Signal wires by layer:
Drawn at 2 px/um. Two of the layers only.
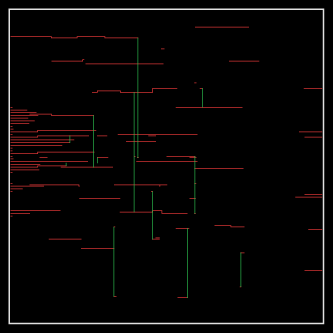
Close-up of the layout:
Region (63, 63) to (93, 93) um. Cells in gray, sequential cells in the stronger gray; small squares are vias.
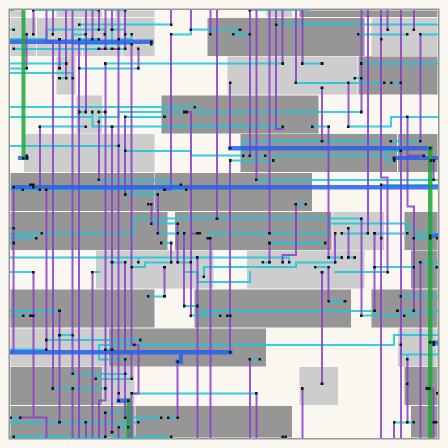
Gate-type map:
Drawn at 2 px/um.
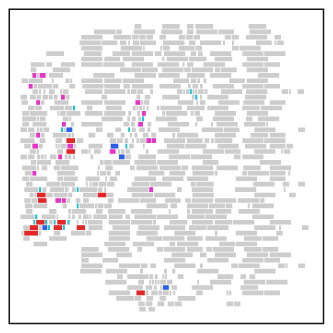
Signal metal coverage by tile:
Drawn at 2 px/um. The die is cut into 31 by 31 equal tiles; dark purple is low, yellow is high, scaled to the fullest tile. Values are wire area over tile area, all layers added.
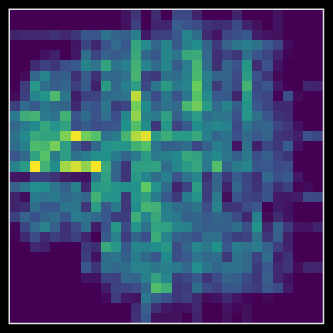
Placed standard cells:
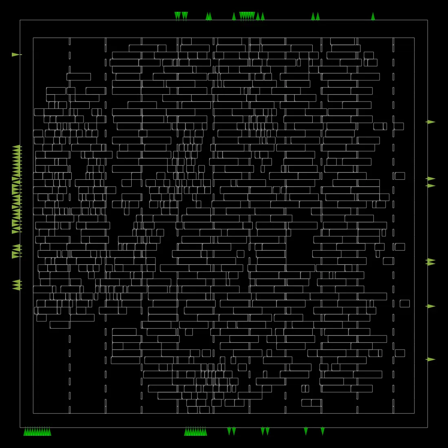
<file path="src/rtl/fir_pkg.sv">
// fir_pkg: widths shared with the FIR core and the output round/saturate helper.
package fir_pkg;
   localparam int Y_WIDTH        = 36;
   localparam int OUT_DATA_WIDTH = 21;
   localparam int DROP_CNT_W     = 16;

   typedef struct packed {
      logic                      sat;
      logic [OUT_DATA_WIDTH-1:0] val;
   } round_sat_t;

   // Round half up, shift, clamp; the extra top bit keeps the rounding add from wrapping.
   function automatic round_sat_t fir_round_sat(input logic [Y_WIDTH-1:0] y, input int unsigned shift);
      logic [Y_WIDTH:0] t;
      logic [Y_WIDTH:0] s;
      round_sat_t       r;
      t = {1'b0, y} + ((shift > 0) ? ((Y_WIDTH+1)'(1) << (shift - 1)) : '0);
      s = t >> shift;
      r.sat = |s[Y_WIDTH:OUT_DATA_WIDTH];
      r.val = r.sat ? '1 : s[OUT_DATA_WIDTH-1:0];
      return r;
   endfunction
endpackage

</file>
<file path="src/rtl/fir_out_fifo.sv">
// fir_out_fifo: show-ahead FIFO; a push into a full FIFO is accepted only alongside a pop.
module fir_out_fifo #(
   parameter int W     = 21,
   parameter int DEPTH = 8
) (
   input  logic                   clk,
   input  logic                   reset,
   input  logic                   push_i,
   input  logic                   pop_i,
   input  logic [W-1:0]           data_i,
   output logic [W-1:0]           data_o,
   output logic                   full_o,
   output logic                   empty_o,
   output logic [$clog2(DEPTH):0] level_o
);
   localparam int AW = $clog2(DEPTH);

   logic [W-1:0]  mem_q [DEPTH];
   logic [AW-1:0] wr_q, wr_d, rd_q, rd_d;
   logic [AW:0]   lvl_q, lvl_d;
   logic          push_ok, pop_ok;

   assign empty_o = lvl_q == '0;
   assign full_o  = lvl_q == (AW+1)'(DEPTH);
   assign pop_ok  = pop_i & ~empty_o;
   assign push_ok = push_i & (~full_o | pop_ok);
   assign wr_d    = push_ok ? wr_q + AW'(1) : wr_q;
   assign rd_d    = pop_ok ? rd_q + AW'(1) : rd_q;
   assign lvl_d   = lvl_q + (AW+1)'(push_ok) - (AW+1)'(pop_ok);
   assign data_o  = empty_o ? '0 : mem_q[rd_q];
   assign level_o = lvl_q;

   always_ff @(posedge clk) begin
      if (reset) begin
         wr_q  <= '0;
         rd_q  <= '0;
         lvl_q <= '0;
      end else begin
         wr_q  <= wr_d;
         rd_q  <= rd_d;
         lvl_q <= lvl_d;
      end
   end

   always_ff @(posedge clk) begin
      if (!reset && push_ok) mem_q[wr_q] <= data_i;
   end
endmodule

</file>
<file path="src/rtl/fir_out_stage.sv">
// fir_out_stage: regenerates the FIR output valid, rounds/saturates y_out and
// buffers results for a valid/ready consumer with sticky sat/drop statistics.
module fir_out_stage
   import fir_pkg::*;
#(
   parameter int FIR_LATENCY = 5,
   parameter int Y_W         = Y_WIDTH,
   parameter int OUT_W       = OUT_DATA_WIDTH,
   parameter int SHIFT       = 12,
   parameter int DEPTH       = 8
) (
   input  logic                   clk,
   input  logic                   reset,
   input  logic                   in_data_vld,
   input  logic [Y_W-1:0]         y_in,
   input  logic                   clear_stats,
   output logic [OUT_W-1:0]       out_data,
   output logic                   out_vld,
   input  logic                   out_ready,
   output logic [$clog2(DEPTH):0] level,
   output logic                   sat_flag,
   output logic [DROP_CNT_W-1:0]  drop_cnt
);
   logic [FIR_LATENCY-1:0] vld_q, vld_d;
   logic                   sat_q, sat_d;
   logic [DROP_CNT_W-1:0]  drop_q, drop_d;
   logic                   capture, full, empty, pop, drop;
   round_sat_t             res;

   // Truncating cast keeps the shift expression valid even for a one-stage delay.
   assign vld_d   = FIR_LATENCY'({vld_q, in_data_vld});
   assign capture = vld_q[FIR_LATENCY-1];
   assign res     = fir_round_sat(y_in, SHIFT);
   assign pop     = out_vld & out_ready;
   assign drop    = capture & full & ~pop;
   assign sat_d   = (capture & res.sat) | (sat_q & ~clear_stats);
   assign drop_d  = drop ? (clear_stats ? DROP_CNT_W'(1) : drop_q + DROP_CNT_W'(drop_q != '1))
                         : (clear_stats ? '0 : drop_q);

   always_ff @(posedge clk) begin
      if (reset) begin
         vld_q  <= '0;
         sat_q  <= 1'b0;
         drop_q <= '0;
      end else begin
         vld_q  <= vld_d;
         sat_q  <= sat_d;
         drop_q <= drop_d;
      end
   end

   assign out_vld  = ~empty;
   assign sat_flag = sat_q;
   assign drop_cnt = drop_q;

   fir_out_fifo #(.W(OUT_W), .DEPTH(DEPTH)) u_fifo (
      .clk     (clk),
      .reset   (reset),
      .push_i  (capture),
      .pop_i   (pop),
      .data_i  (res.val),
      .data_o  (out_data),
      .full_o  (full),
      .empty_o (empty),
      .level_o (level)
   );
endmodule

</file>
<file path="config.mk">
export PLATFORM = sky130hd
export DESIGN_NAME = fir_out_stage
export DESIGN_NICKNAME = d
export VERILOG_FILES = /design/src/rtl/fir_pkg.sv /design/src/rtl/fir_out_fifo.sv /design/src/rtl/fir_out_stage.sv
export SDC_FILE = /design/constraint.sdc
export NUM_CORES = 1
export LEC_CHECK = 0
export ABC_AREA = 0
export CORE_MARGIN = 5
export CORE_UTILIZATION = 40
export CTS_BUF_LIST = sky130_fd_sc_hd__clkbuf_16
export CTS_CLUSTER_DIAMETER = 30
export DETAILED_ROUTE_END_ITERATION = 16
export GPL_ROUTABILITY_DRIVEN = 0
export SYNTH_ARGS = -nofsm -noshare
export SYNTH_HDL_FRONTEND = slang
export SYNTH_SLANG_ARGS = --single-unit
export TNS_END_PERCENT = 30
</file>
<file path="constraint.sdc">
create_clock -name clk -period 5.4 [get_ports clk]
set_input_delay 0.81 -clock clk [delete_from_list [all_inputs] [get_ports clk]]
set_output_delay 0.81 -clock clk [all_outputs]
set_load 0.01 [all_outputs]
</file>
==> flow_summary.toml <==
# generated from flow reports
[power_and_ir_drop]
p_sw_mw = 1.374
vdd_drop_max_mv = 0.3019
power.total_mw = 5.208
pwr-share-comb_pct = 18.3
top_power_group = "the clock network"

[drt]
totalWireLength_um = 19180
viasPerCell = 5.177

[layout]
final_cell_mix = "edfxtp_1 (168), clkdlybuf4s50_1 (72), nor2_1 (59), clkbuf_16 (43), mux4_2 (42)"
logic_gate_count = 308
inverters_excl_clock = 17
nClkBuffers = 43

[sta]
postLayoutSetupSlackWorst_ns = 1.622
setup_viol = 0
slew_viol_final = 0

[die]
fp_util_pct = 40.67
fp.dieH_um = 156.4

[yosys]
synth.logic.top_family = "multiplexers"
ys.flops = 203
aoi_share_pct = 1.182
fa_ha_area_share_pct = 1.838
top_area_share_pct = 58.82

[clock_network]
numCtsBuffers = 42
cts_setup_buffers = 0
h-tree-depth = 2
cts_root_buf = "clkbuf_16"

[status]
outcome = "finished clean"

[worst_setup_path]
required_ns = 4.59
start_kind = "flip-flop"
path_buffers = 2
critPathCaptureType = "output pin"
critPathTopFamily = "buffers and inverters"
endpoint = "out_data[18]"

[grt]
antenna_found_initial = 2
grt_pass1_vias = 5364

[placed_design]
place_ws_ns = 1.204
## Picture notes: 'signal wires by layer'
legend:
  metal 4:
    color: green
    wire_length: 301 um
  metal 3:
    color: red
    wire_length: 1130 um
GRT Total Usage: 15.95%
routed len/inst: 20.02 um

## Picture notes: 'close-up of the layout'
legend:
  metal 1:
    color: cyan
  metal 4:
    color: green
  metal 3:
    color: blue
  metal 2:
    color: purple
sequential cells in the window: 14
netlist names of flops here include: u_fifo.mem_q (14)
cells with their middle in the window: 30
most frequent: edfxtp_1 (14), mux4_2 (3), clkbuf_16 (3)

## Picture notes: 'gate-type map'
legend:
  AND-OR and OR-AND gates:
    color: blue
    cells: 5
    most_used: a31o_2
  AND and OR gates:
    color: magenta
    cells: 20
    most_used: and3_1
  inverters:
    color: cyan
    cells: 17
    most_used: inv_1
  adder and majority cells:
    color: red
    cells: 12
    most_used: ha_1

## Picture notes: 'signal metal coverage by tile'
mean over tiles: 0.13
emptiest ninth of the die: bottom left
fullest tile: 0.51
nearly empty tiles: 23%
tiles over half the peak: 12%

## Picture notes: 'placed standard cells'
Finished Layout Cells: 958
standard-cell rows: 53
flop count: 203
Final Core Density: 52.30%
core box area: 0.02109 mm^2

metal layers:
metal	wire [um]	share of wire [%]	GRT usage (%)	up-vias
li1	-	-	-	2331
met1	7821	41	18.92	2488
met2	9896	52	27.64	111
met3	1128	5.9	5.033	26
met4	301	1.6	5.289	4
met5	29	0.15	0	-
flip-flops by register name, indices dropped and copies added, names as in the netlist, named ones only:
signal,count
u_fifo.mem_q,168
drop_cnt,16
u_fifo.wr_q,3
u_fifo.rd_q,3
sat_flag,1
u_fifo.level_o,4
vld_q,5
cells by family after synthesis:
logic type	count (synthesis)
AOI/OAI and AO/OA	15
and+or+nand+nor	176
DFF	203
buffers and inverters	47
xor gates and xnor gates	41
muxes	64
adders and majority gates	12
Power and IR drop assume default switching activity.
